--- src/rtl/mem_port_arbiter_if.sv ---
// mem_port_arbiter_if: requester and memory-side signals of the SRAM port arbiter.
// The arbiter connects through the slave modport. The requesters (IF stage,
// MEM stage, external bus master) and the memory macro connect through the
// master modport.
interface mem_port_arbiter_if #(
  parameter int AW = 16,
  parameter int DW = 16
);
  // instruction fetch
  logic          if_req;
  logic [AW-1:0] if_addr;
  logic          if_gnt;
  logic          if_valid;
  logic [DW-1:0] if_rdata;
  // MEM-stage load/store
  logic          dm_rd;
  logic          dm_wr;
  logic [AW-1:0] dm_addr;
  logic [DW-1:0] dm_wdata;
  logic          dm_gnt;
  logic          dm_valid;
  logic [DW-1:0] dm_rdata;
  // external burst master
  logic          bus_req;
  logic          bus_we;
  logic [AW-1:0] bus_addr;
  logic [3:0]    bus_len;
  logic [DW-1:0] bus_wdata;
  logic          bus_gnt;
  logic          bus_valid;
  logic [DW-1:0] bus_rdata;
  logic          bus_done;
  // pipeline hold
  logic          stall;
  // memory macro
  logic          mem_en;
  logic          mem_we;
  logic [AW-1:0] mem_addr;
  logic [DW-1:0] mem_wdata;
  logic [DW-1:0] mem_rdata;

  modport slave (
    input  if_req, if_addr,
    input  dm_rd, dm_wr, dm_addr, dm_wdata,
    input  bus_req, bus_we, bus_addr, bus_len, bus_wdata,
    input  mem_rdata,
    output if_gnt, if_valid, if_rdata,
    output dm_gnt, dm_valid, dm_rdata,
    output bus_gnt, bus_valid, bus_rdata, bus_done,
    output stall,
    output mem_en, mem_we, mem_addr, mem_wdata
  );

  modport master (
    output if_req, if_addr,
    output dm_rd, dm_wr, dm_addr, dm_wdata,
    output bus_req, bus_we, bus_addr, bus_len, bus_wdata,
    output mem_rdata,
    input  if_gnt, if_valid, if_rdata,
    input  dm_gnt, dm_valid, dm_rdata,
    input  bus_gnt, bus_valid, bus_rdata, bus_done,
    input  stall,
    input  mem_en, mem_we, mem_addr, mem_wdata
  );
endinterface

--- src/rtl/mem_port_arbiter.sv ---
// mem_port_arbiter: single-port SRAM arbiter for instruction fetch, MEM-stage
// load/store and an external burst master.
// Priority in ARB: starved bus > dm > if > bus. A bus win issues beat 0 at
// once and, for multi-beat bursts, continues in BURST one beat per cycle.
// Grants and mem_* outputs are combinational; valids are registered and the
// rdata ports forward mem_rdata in the valid cycle.
// Optional macro DM_PREEMPT_EN: a dm request steals single cycles from an
// ongoing burst; the burst beat is held and reissued on the next cycle.
module mem_port_arbiter #(
  parameter int AW         = 16,
  parameter int DW         = 16,
  parameter int STARVE_MAX = 8
) (
  input  logic              clk,
  input  logic              rst_n,
  mem_port_arbiter_if.slave p
);

  localparam int SW = $clog2(STARVE_MAX + 1);

  typedef enum logic [0:0] {
    ST_ARB   = 1'b0,
    ST_BURST = 1'b1
  } state_t;

  state_t        state_q;
  logic [SW-1:0] starve_q;
  logic [3:0]    beat_q;
  logic [3:0]    len_q;
  logic [AW-1:0] base_q;
  logic          we_q;
  logic          if_valid_q;
  logic          dm_valid_q;
  logic          bus_valid_q;

  logic          dm_req_s;
  logic          starved_s;
  logic          if_gnt_s;
  logic          dm_gnt_s;
  logic          bus_gnt_s;
  logic          bus_done_s;
  logic          mem_we_s;
  logic [AW-1:0] mem_addr_s;
  logic [DW-1:0] mem_wdata_s;

  assign dm_req_s  = p.dm_rd | p.dm_wr;
  assign starved_s = (starve_q == SW'(STARVE_MAX)) & p.bus_req;

  // Pick the single winner of this cycle and route its access to the memory.
  always_comb begin
    if_gnt_s    = 1'b0;
    dm_gnt_s    = 1'b0;
    bus_gnt_s   = 1'b0;
    bus_done_s  = 1'b0;
    mem_we_s    = 1'b0;
    mem_addr_s  = {AW{1'b0}};
    mem_wdata_s = {DW{1'b0}};

    if (rst_n == 1'b0) begin
      // nothing is granted while reset is held, whatever the requests are
      bus_gnt_s = 1'b0;
    end else if (state_q == ST_BURST) begin
`ifdef DM_PREEMPT_EN
      if (dm_req_s) begin
        dm_gnt_s = 1'b1;
      end else begin
        bus_gnt_s = 1'b1;
      end
`else
      bus_gnt_s = 1'b1;
`endif
    end else begin
      if (starved_s) begin
        bus_gnt_s = 1'b1;
      end else if (dm_req_s) begin
        dm_gnt_s = 1'b1;
      end else if (p.if_req) begin
        if_gnt_s = 1'b1;
      end else if (p.bus_req) begin
        bus_gnt_s = 1'b1;
      end else begin
        bus_gnt_s = 1'b0;
      end
    end

    if (dm_gnt_s) begin
      // rd and wr together is resolved as a write
      mem_addr_s  = p.dm_addr;
      mem_we_s    = p.dm_wr;
      mem_wdata_s = p.dm_wdata;
    end else if (if_gnt_s) begin
      mem_addr_s = p.if_addr;
    end else if (bus_gnt_s) begin
      mem_wdata_s = p.bus_wdata;
      if (state_q == ST_BURST) begin
        mem_addr_s = base_q + AW'(beat_q);
        mem_we_s   = we_q;
        bus_done_s = (beat_q == len_q);
      end else begin
        mem_addr_s = p.bus_addr;
        mem_we_s   = p.bus_we;
        bus_done_s = (p.bus_len == 4'd0);
      end
    end else begin
      mem_we_s = 1'b0;
    end
  end

  // Arbitration FSM, starvation counter, burst bookkeeping and read-valid flags.
  always_ff @(posedge clk or negedge rst_n) begin
    if (!rst_n) begin
      state_q     <= ST_ARB;
      starve_q    <= {SW{1'b0}};
      beat_q      <= 4'd0;
      len_q       <= 4'd0;
      base_q      <= {AW{1'b0}};
      we_q        <= 1'b0;
      if_valid_q  <= 1'b0;
      dm_valid_q  <= 1'b0;
      bus_valid_q <= 1'b0;
    end else begin
      if_valid_q  <= if_gnt_s;
      dm_valid_q  <= dm_gnt_s & ~p.dm_wr;
      bus_valid_q <= bus_gnt_s & ~mem_we_s;

      case (state_q)
        ST_ARB: begin
          if (bus_gnt_s) begin
            base_q   <= p.bus_addr;
            len_q    <= p.bus_len;
            we_q     <= p.bus_we;
            starve_q <= {SW{1'b0}};
            if (p.bus_len != 4'd0) begin
              state_q <= ST_BURST;
              beat_q  <= 4'd1;
            end else begin
              state_q <= ST_ARB;
              beat_q  <= 4'd0;
            end
          end else if (p.bus_req) begin
            if (starve_q != SW'(STARVE_MAX)) begin
              starve_q <= starve_q + SW'(1);
            end else begin
              starve_q <= starve_q;
            end
          end else begin
            starve_q <= {SW{1'b0}};
          end
        end
        ST_BURST: begin
          // bus_req is not looked at until the burst is over
          starve_q <= {SW{1'b0}};
          if (bus_gnt_s) begin
            if (beat_q == len_q) begin
              state_q <= ST_ARB;
              beat_q  <= 4'd0;
            end else begin
              beat_q <= beat_q + 4'd1;
            end
          end else begin
            // preempted cycle: the pending beat is reissued next cycle
            beat_q <= beat_q;
          end
        end
        default: begin
          state_q <= ST_ARB;
        end
      endcase
    end
  end

  assign p.if_gnt    = if_gnt_s;
  assign p.dm_gnt    = dm_gnt_s;
  assign p.bus_gnt   = bus_gnt_s;
  assign p.bus_done  = bus_done_s;
  assign p.mem_en    = if_gnt_s | dm_gnt_s | bus_gnt_s;
  assign p.mem_we    = mem_we_s;
  assign p.mem_addr  = mem_addr_s;
  assign p.mem_wdata = mem_wdata_s;
  assign p.stall     = rst_n & ((p.if_req & ~if_gnt_s) | (dm_req_s & ~dm_gnt_s));

  assign p.if_valid  = if_valid_q;
  assign p.dm_valid  = dm_valid_q;
  assign p.bus_valid = bus_valid_q;
  assign p.if_rdata  = if_valid_q  ? p.mem_rdata : {DW{1'b0}};
  assign p.dm_rdata  = dm_valid_q  ? p.mem_rdata : {DW{1'b0}};
  assign p.bus_rdata = bus_valid_q ? p.mem_rdata : {DW{1'b0}};

endmodule
--- src/flat_wrapper.sv ---
// flat-port wrapper written by rule: the top's interface ports become plain ports
module mem_port_arbiter_flat 
#(
  parameter int AW         = 16,
  parameter int DW         = 16,
  parameter int STARVE_MAX = 8
)
  (clk, rst_n, p_if_req, p_if_addr, p_dm_rd, p_dm_wr, p_dm_addr, p_dm_wdata, p_bus_req, p_bus_we, p_bus_addr, p_bus_len, p_bus_wdata, p_mem_rdata, p_if_gnt, p_if_valid, p_if_rdata, p_dm_gnt, p_dm_valid, p_dm_rdata, p_bus_gnt, p_bus_valid, p_bus_rdata, p_bus_done, p_stall, p_mem_en, p_mem_we, p_mem_addr, p_mem_wdata);
  mem_port_arbiter_if #(.AW(AW), .DW(DW)) p_i ();
  input  logic clk;
  input  logic rst_n;
  input wire logic [$bits(p_i.if_req)-1:0] p_if_req;
  input wire logic [$bits(p_i.if_addr)-1:0] p_if_addr;
  input wire logic [$bits(p_i.dm_rd)-1:0] p_dm_rd;
  input wire logic [$bits(p_i.dm_wr)-1:0] p_dm_wr;
  input wire logic [$bits(p_i.dm_addr)-1:0] p_dm_addr;
  input wire logic [$bits(p_i.dm_wdata)-1:0] p_dm_wdata;
  input wire logic [$bits(p_i.bus_req)-1:0] p_bus_req;
  input wire logic [$bits(p_i.bus_we)-1:0] p_bus_we;
  input wire logic [$bits(p_i.bus_addr)-1:0] p_bus_addr;
  input wire logic [$bits(p_i.bus_len)-1:0] p_bus_len;
  input wire logic [$bits(p_i.bus_wdata)-1:0] p_bus_wdata;
  input wire logic [$bits(p_i.mem_rdata)-1:0] p_mem_rdata;
  output wire logic [$bits(p_i.if_gnt)-1:0] p_if_gnt;
  output wire logic [$bits(p_i.if_valid)-1:0] p_if_valid;
  output wire logic [$bits(p_i.if_rdata)-1:0] p_if_rdata;
  output wire logic [$bits(p_i.dm_gnt)-1:0] p_dm_gnt;
  output wire logic [$bits(p_i.dm_valid)-1:0] p_dm_valid;
  output wire logic [$bits(p_i.dm_rdata)-1:0] p_dm_rdata;
  output wire logic [$bits(p_i.bus_gnt)-1:0] p_bus_gnt;
  output wire logic [$bits(p_i.bus_valid)-1:0] p_bus_valid;
  output wire logic [$bits(p_i.bus_rdata)-1:0] p_bus_rdata;
  output wire logic [$bits(p_i.bus_done)-1:0] p_bus_done;
  output wire logic [$bits(p_i.stall)-1:0] p_stall;
  output wire logic [$bits(p_i.mem_en)-1:0] p_mem_en;
  output wire logic [$bits(p_i.mem_we)-1:0] p_mem_we;
  output wire logic [$bits(p_i.mem_addr)-1:0] p_mem_addr;
  output wire logic [$bits(p_i.mem_wdata)-1:0] p_mem_wdata;
  assign p_i.if_req = p_if_req;
  assign p_i.if_addr = p_if_addr;
  assign p_i.dm_rd = p_dm_rd;
  assign p_i.dm_wr = p_dm_wr;
  assign p_i.dm_addr = p_dm_addr;
  assign p_i.dm_wdata = p_dm_wdata;
  assign p_i.bus_req = p_bus_req;
  assign p_i.bus_we = p_bus_we;
  assign p_i.bus_addr = p_bus_addr;
  assign p_i.bus_len = p_bus_len;
  assign p_i.bus_wdata = p_bus_wdata;
  assign p_i.mem_rdata = p_mem_rdata;
  assign p_if_gnt = p_i.if_gnt;
  assign p_if_valid = p_i.if_valid;
  assign p_if_rdata = p_i.if_rdata;
  assign p_dm_gnt = p_i.dm_gnt;
  assign p_dm_valid = p_i.dm_valid;
  assign p_dm_rdata = p_i.dm_rdata;
  assign p_bus_gnt = p_i.bus_gnt;
  assign p_bus_valid = p_i.bus_valid;
  assign p_bus_rdata = p_i.bus_rdata;
  assign p_bus_done = p_i.bus_done;
  assign p_stall = p_i.stall;
  assign p_mem_en = p_i.mem_en;
  assign p_mem_we = p_i.mem_we;
  assign p_mem_addr = p_i.mem_addr;
  assign p_mem_wdata = p_i.mem_wdata;
  mem_port_arbiter #(.AW(AW), .DW(DW), .STARVE_MAX(STARVE_MAX)) u_core (.clk(clk), .rst_n(rst_n), .p(p_i));
endmodule
--- config.mk ---
export PLATFORM = sky130hd
export DESIGN_NAME = mem_port_arbiter_flat
export DESIGN_NICKNAME = d
export VERILOG_FILES = /design/src/rtl/mem_port_arbiter_if.sv /design/src/rtl/mem_port_arbiter.sv /design/src/flat_wrapper.sv
export SDC_FILE = /design/constraint.sdc
export NUM_CORES = 1
export LEC_CHECK = 0
export CAP_MARGIN = 20
export CORE_AREA = 2 2 77 79
export CTS_CLUSTER_SIZE = 40
export DETAILED_ROUTE_END_ITERATION = 10
export DIE_AREA = 0 0 79 81
export DONT_BUFFER_PORTS = 1
export PLACE_DENSITY_LB_ADDON = 0.15
export SKIP_LAST_GASP = 1
export SLEW_MARGIN = 20
export SYNTH_ARGS = -nofsm -noshare
export SYNTH_HDL_FRONTEND = slang
export SYNTH_SLANG_ARGS = --single-unit
--- constraint.sdc ---
create_clock -name clk -period 2.51 [get_ports clk]
set_input_delay 0.502 -clock clk [delete_from_list [all_inputs] [get_ports clk]]
set_output_delay 0.502 -clock clk [all_outputs]
set_load 0.02 [all_outputs]
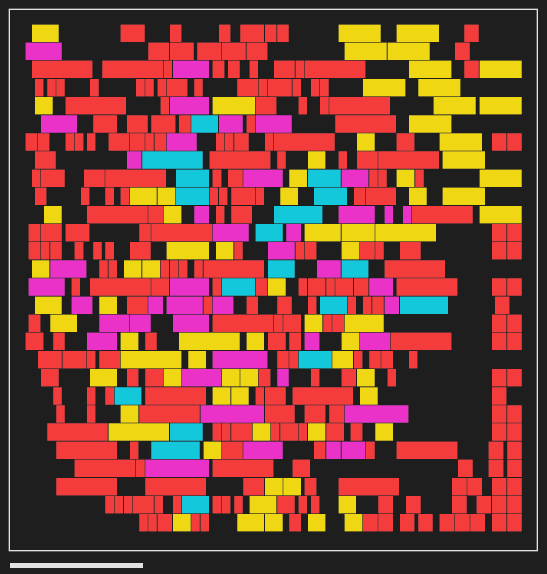
Figure 1: run 1, sizing map.
Bar = 20 µm.
| color | size | cells | share |
|---|---|---|---|
| magenta | x2 | 42 | 10% |
| cyan | x6 and larger | 18 | 4.5% |
| red | x1 and smaller | 268 | 67% |
| yellow | x3 and x4 | 74 | 18% |

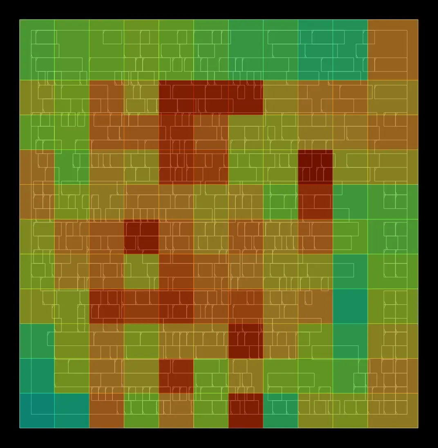
Figure 2: run 1, track usage over the die.
met1 Resource Use GR: 0.352
GRT Max-Usage Layer: met2
Total Routing Usage GR: 0.290

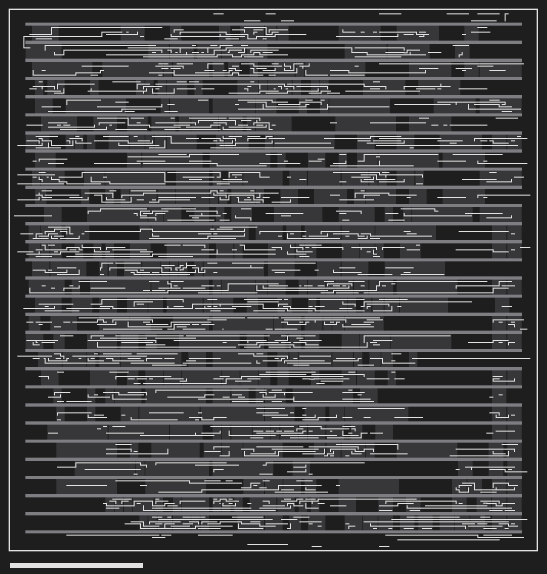
Figure 3: run 1, the metal 1 layer.
Bar = 20 µm. Supply wires on this layer in gray.
share of all routed wire: 38%
nets with wire on the layer: 436
wire length on this layer: 3890 µm
main direction: horizontal
longest straight run: 24.8 µm

==> Changelog: implementation, run 1 <==
### Implementation results

- Post-synth cell types: roughly 45
- Wire per inst: roughly 21 µm
- Placed cell area: 3090 µm²
- CP Capture Point: p_mem_addr[10]
- Final instance area: between 3000 and 4000 µm²
- Latency at later pin: 0.29 ns
- Die ar.: between 6000 and 7000 µm²
- Hold-fix buffers, CTS: 1
- Final worst setup slack: -0.176 ns
- Status: finished, violations left
- Final Wtd Congestion: around 0.9
- Failing checks: negative setup slack
- Kind of critical path: flop to output pin
- Synth area leader: dfrtp_1
- Final setup fails: 15
- Total Neg Setup Slack: -1.12 ns
- Signal buffers: just over 50
- Clock Tree Root: clkbuf_8
- R2r setup slk: between 0.6 and 0.7 ns
- N_taps: roughly 75
- Layout Skew: a little under 0.007 ns
run 1: per-layer routing:
| layer | GRT usage | up-vias |
|---|---|---|
| li1 | - | 1364 |
| met1 | 0.352 | 1417 |
| met2 | 0.491 | 165 |
| met3 | 0.0944 | 22 |
| met4 | 0.0897 | 0 |
| met5 | 0 | - |
run 1: cells by family (layout without fill, tap and decap cells):
kind of cell	Yosys count	in the layout	share of synthesized area
multiplexers	1	1	0.00393
XOR/XNOR	20	20	0.0612
buffers and inverters	30	67	0.0516
AND-OR/OR-AND	89	89	0.237
adder cells (fa/ha/maj)	9	9	0.0411
AND/OR/NAND/NOR	183	183	0.317
flip-flops	33	33	0.288
Figure 4. M2 wires (run 1).
Bar = 20 µm.
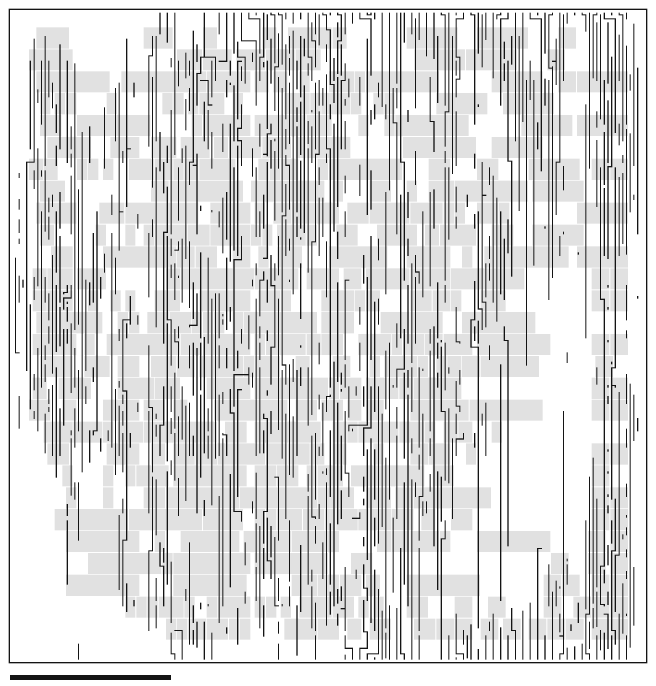

==> run 2, diff against run 1 <==
--- a/config.mk
+++ b/config.mk
@@ -5,11 +5,12 @@
 export SDC_FILE = /design/constraint.sdc
 export NUM_CORES = 1
 export LEC_CHECK = 0
+export ABC_AREA = 1
 export CAP_MARGIN = 20
-export CORE_AREA = 2 2 77 79
+export CORE_MARGIN = 2
+export CORE_UTILIZATION = 60
 export CTS_CLUSTER_SIZE = 40
 export DETAILED_ROUTE_END_ITERATION = 10
-export DIE_AREA = 0 0 79 81
 export DONT_BUFFER_PORTS = 1
 export PLACE_DENSITY_LB_ADDON = 0.15
 export SKIP_LAST_GASP = 1
==> constraint.sdc (replaced) <==
create_clock -name clk -period 3.2 [get_ports clk]
set_input_delay 0.64 -clock clk [delete_from_list [all_inputs] [get_ports clk]]
set_output_delay 0.64 -clock clk [all_outputs]
set_load 0.02 [all_outputs]
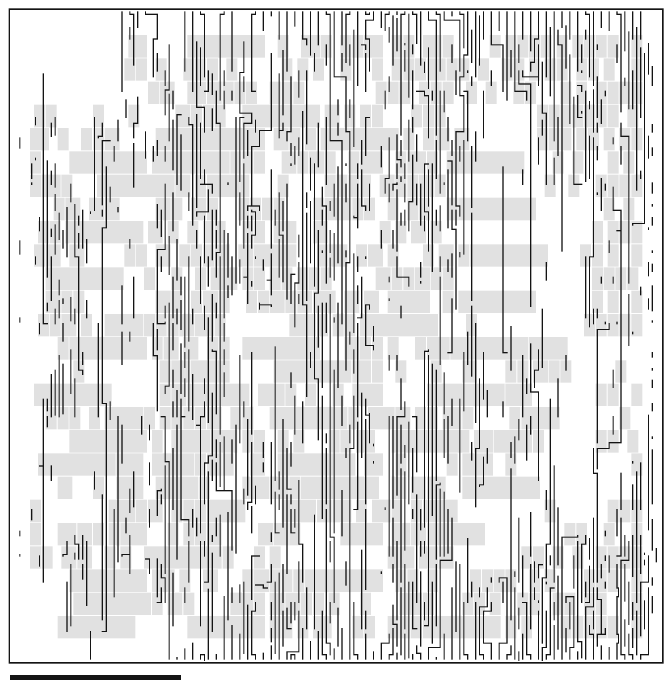
Figure 5: run 2, M2 wires.
Bar = 20 µm.
longest straight run: 31.6 µm
nets with wire on the layer: 528
main direction: vertical
share of all routed wire: 48%
wire length on this layer: 4210 µm

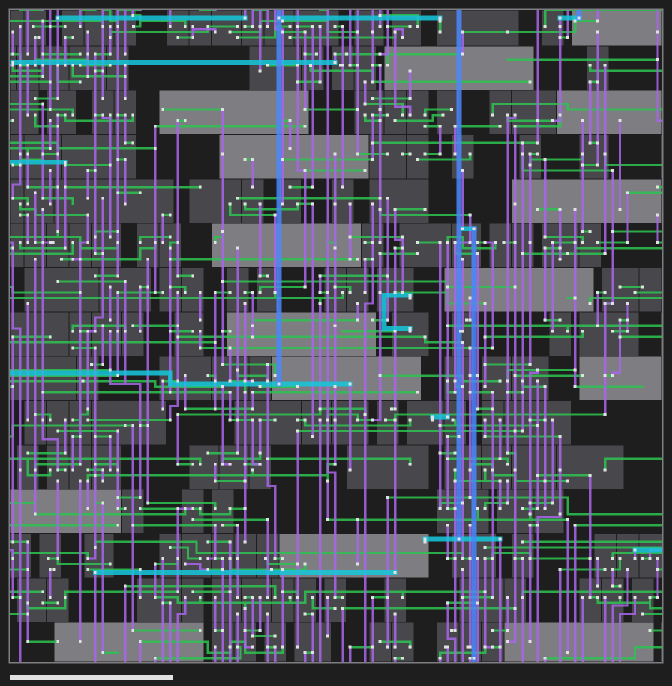
Figure 6: run 2, zoomed window.
Bar = 10 µm. Window x 18 to 58, y 3 to 43 µm. Cells in gray, sequential cells in the stronger gray; small squares are vias.
| color | layer |
|---|---|
| blue | M4 |
| cyan | M3 |
| green | M1 |
| purple | M2 |
netlist names of flops here include: `u_core.beat_q` (4), `u_core.starve_q` (4), `u_core.base_q` (2)
cells with their middle in the window: 173
most frequent: nand2_1 (70), nand3_1 (19), dfrtp_1 (15)
sequential cells in the window: 15

==> run 2 against run 1 <==
  * Flip-flop count stayed put
  * Utilization is 2.7 points lower
  * The run now ends clean
  * Clock skew is 0.0053 ns higher
  * Worst setup slack better by 0.34 ns
  * Highest routed layer unchanged
  * Critical path depth is 2 higher
  * Register-to-register slack better by 0.46 ns
  * Wire length is 14% lower
  * Synthesized cell count is 52% higher
  * Combinational power is 43% lower
==> Changelog: implementation, run 2 <==
### Implementation results

- Total Routing Usage GR: 0.308 (+0.0181)
- Fin util: 0.648
- Met1 Resource Use GR: 0.391 (+0.0393)
- CP Capture Point: p_mem_wdata[0]
- Largest net degree at the start of global routing: 41
- Final Wtd Congestion: 0.889 (+0.46%)
- Mux frac, synth: 0.00319 (-0.000745)
- R2r setup slk: 1.15 ns (+0.46 ns)
- Wire per inst: 14.1 µm (-34%)
- Simple Share, Synth: 0.474 (+0.157)
- Hold Fails Final Rpt: 0
- Final instance area: 3290 µm² (-14%)
- GR Util met2: 0.519 (+0.0279)
- Latency at later pin: 0.30 ns (about the same)
- Status: finished, final reports clean
- XOR-XNOR Cells, Area Fraction: 0.0251 (-0.0361)
- Worst-Margin Slew: around 0.75 ns
- Met3 GRT Util: 0.0687 (-0.0257)
- Final worst setup slack: 0.165 ns (+0.341 ns)
- Via count: 3325
- Die ar.: 5830 µm² (-8.9%)
- Post-synth cell types: 31 (-31%)
- GRT Max-Usage Layer: met2
- Clk buf depth: 2
- Layout Skew: 0.0121 ns (+0.00526 ns)
- Row count: 26
- Total Neg Setup Slack: 0 ns (+1.12 ns)
- Core area: about 5100 µm²
- Final setup fails: 0 (-15)
- R2R depth: 10
- Kind of critical path: flop to output pin
- Logic gate share of total power: 0.481
- Async set-or-reset flop fraction in the synthesized netlist: 1.00
- Synth Area in Adders: 0.0343 (-0.00681)
- Placed cell area: 3160 µm² (+2.1%)
[run 2: cell types whose count changed after synthesis, sizes merged, moves of 12 or more]
cell,delta
nand3,+34
a22o,-16
a221o,-12
or2,+12
and2,-49
inv,+91
nand2,+181
a221oi,-12
[run 2: worst reg2reg max path: stages, from the launching register on]
cell	delay, ns
dfrtp_1	0.40
inv_1	0.11
ha_1	0.16
nand4_2	0.20
o21ai_2	0.16
or2_2	0.15
nand2_2	0.11
inv_2	0.40
nand2_1	0.08
o21ai_0	0.09
nand2_1	0.07
[run 2: final cells by class]
cell class                 count  area [µm²]
clock buffer                   6        82.6
tap                           70        87.6
clock inverter                 2        37.5
inverter                      99         377
sequential                    33         826
multi-input combinational    405        1850
fill                         482        1790
timing repair buffer           4        30.0
Figure 7. Sizing map (run 2).
Bar = 20 µm.
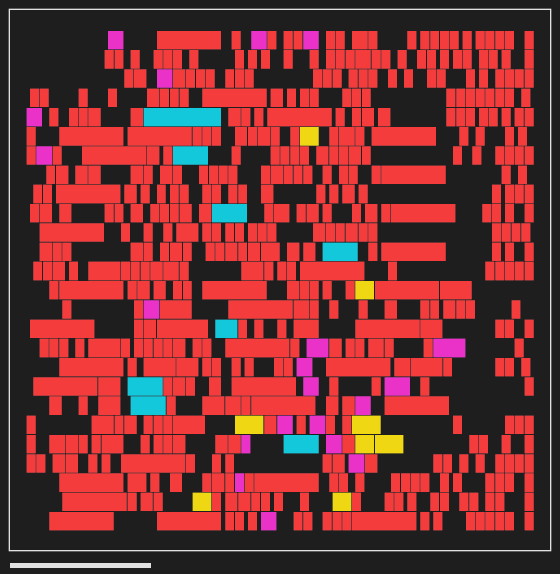

==> run 3, diff against run 2 <==
--- a/config.mk
+++ b/config.mk
@@ -5,12 +5,11 @@
 export SDC_FILE = /design/constraint.sdc
 export NUM_CORES = 1
 export LEC_CHECK = 0
-export ABC_AREA = 1
 export CAP_MARGIN = 20
-export CORE_MARGIN = 2
-export CORE_UTILIZATION = 60
+export CORE_AREA = 2 2 77 79
 export CTS_CLUSTER_SIZE = 40
 export DETAILED_ROUTE_END_ITERATION = 10
+export DIE_AREA = 0 0 79 81
 export DONT_BUFFER_PORTS = 1
 export PLACE_DENSITY_LB_ADDON = 0.15
 export SKIP_LAST_GASP = 1
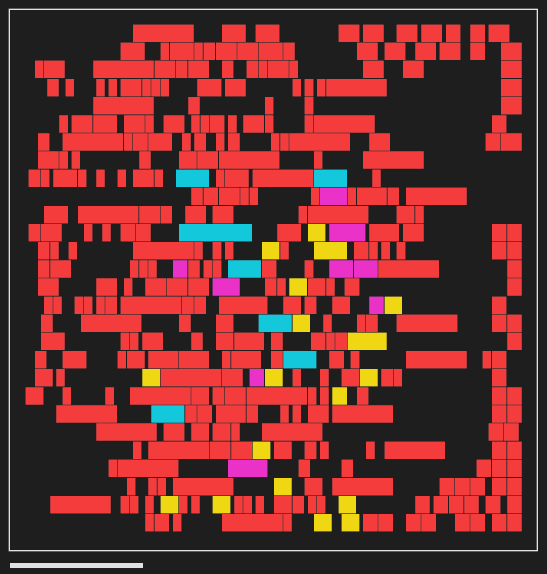
Figure 8: run 3, sizing map.
Bar = 20 µm.
| color | size | cells | share |
|---|---|---|---|
| cyan | x6 and larger | 7 | 1.9% |
| yellow | x3 and x4 | 18 | 4.9% |
| magenta | x2 | 9 | 2.5% |
| red | x1 and smaller | 332 | 91% |

==> run 3 against run 2 <==
  * Worst setup slack improved by 0.020 ns
  * Largest cell class unchanged
  * First-iteration DRC count fell by 52%
  * Critical path type unchanged
  * Register-to-register slack barely moved
  * Highest routed layer unchanged
  * Maximum frequency rose by 0.66%
  * Worst hold slack improved by 0.0068 ns
  * Sequential power fell by 0.8%
  * Clock skew fell by 0.0011 ns
  * Combinational power barely moved
  * Cell area fell by 6.4%
  * Clock power fell by 1%
==> Changelog: implementation, run 3 <==
### Implementation results

- Status: finished, final reports clean
- Via count: 2760 (-17%)
- Synth Area in Adders: 0.0411 (+0.00681)
- Core area: 5680 µm² (+12%)
- Layout Skew: 0.0109 ns (-0.00114 ns)
- Signal buffers: 15 (+11)
- R2R depth: 7 (-3)
- Comb area: 1900 µm² (+2.6%)
- Kind of critical path: flop to output pin
- Clkbuf count: 7 (+1)
- Final non-clock buffer share: 0.0366 (+0.0274)
- Final Wtd Congestion: 0.841 (-5.4%)
- Die ar.: 6400 µm² (+9.8%)
- Logic inverters: 8 (-92%)
- Clk buf depth: 2 (unchanged)
- Total Neg Setup Slack: 0 ns (unchanged)
- Async set-or-reset flop fraction in the synthesized netlist: 1.00 (unchanged)
- Clock tree cell share of total cell area: 0.0378 (+0.00127)
- Placed cell area: 2960 µm² (-6.4%)
- Latency at later pin: 0.29 ns (about the same)
- Critical path, cell by cell: inv_1, ha_1, and4b_4, a21o_1, and2_1, nand2_1, a22oi_1, buf_4
- Initial Util: 0.504
- Simple Share, Synth: 0.317 (-0.157)
- Row count: 28 (+7.7%)
- Post-synth cell types: 45 (+45%)
- Mux frac, synth: 0.00393 (+0.000745)
- Final setup fails: 0 (unchanged)
- Logic share of the area: 0.616 (+0.0542)
- Ys flops: 33
- Flop count: 33 (unchanged)
- Worst-path clk slew: roughly 0.080 ns
- Sequential cell area: 826 µm² (unchanged)
- Sequential share of cell area: 0.268 (+0.0171)
- Met2 routed WL: between 4000 and 5000 µm
- R2r setup slk: 1.16 ns (about the same)
- Top_reg_cell synth: dfrtp_1
- Largest class: combinational gates
- Final instance area: 3080 µm² (-6.4%)
- Wire per inst: 20.3 µm (+44%)
- Logic gate share of total power: 0.481 (about the same)
- XOR-XNOR Cells, Area Fraction: 0.0612 (+0.0361)
- Tally of filler cells in the layout: 551 (+14%)
- Aoi share: 0.237
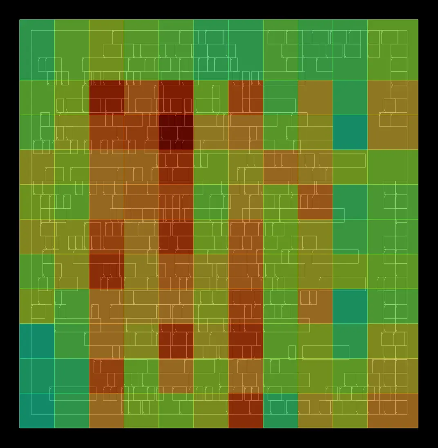
Figure 9: run 3, track usage over the die.
fin util: 0.543
met1 Resource Use GR: 0.320
Total Routing Usage GR: 0.272
GR Util met2: 0.470

[run 3: how the worst max path moves through the flow]
stage                                   startpoint             to  slack [ns]  depth (start not counted)
CTS                   u_core.beat_q[0]$_DFFE_PN0P_  p_mem_addr[6]        0.12                          7
finish              u_core.starve_q[0]$_DFFE_PN0P_  p_mem_addr[2]        0.18                          8
detailed placement    u_core.beat_q[0]$_DFFE_PN0P_  p_mem_addr[6]        0.45                          7
global route        u_core.starve_q[1]$_DFFE_PN0P_  p_mem_addr[2]        0.05                          8
global placement      u_core.beat_q[0]$_DFFE_PN0P_  p_mem_addr[6]        0.47                          7
floorplan             u_core.beat_q[0]$_DFFE_PN0P_  p_mem_addr[6]        0.59                          7
No activity file was given, so power comes from the tool's default toggle rates.
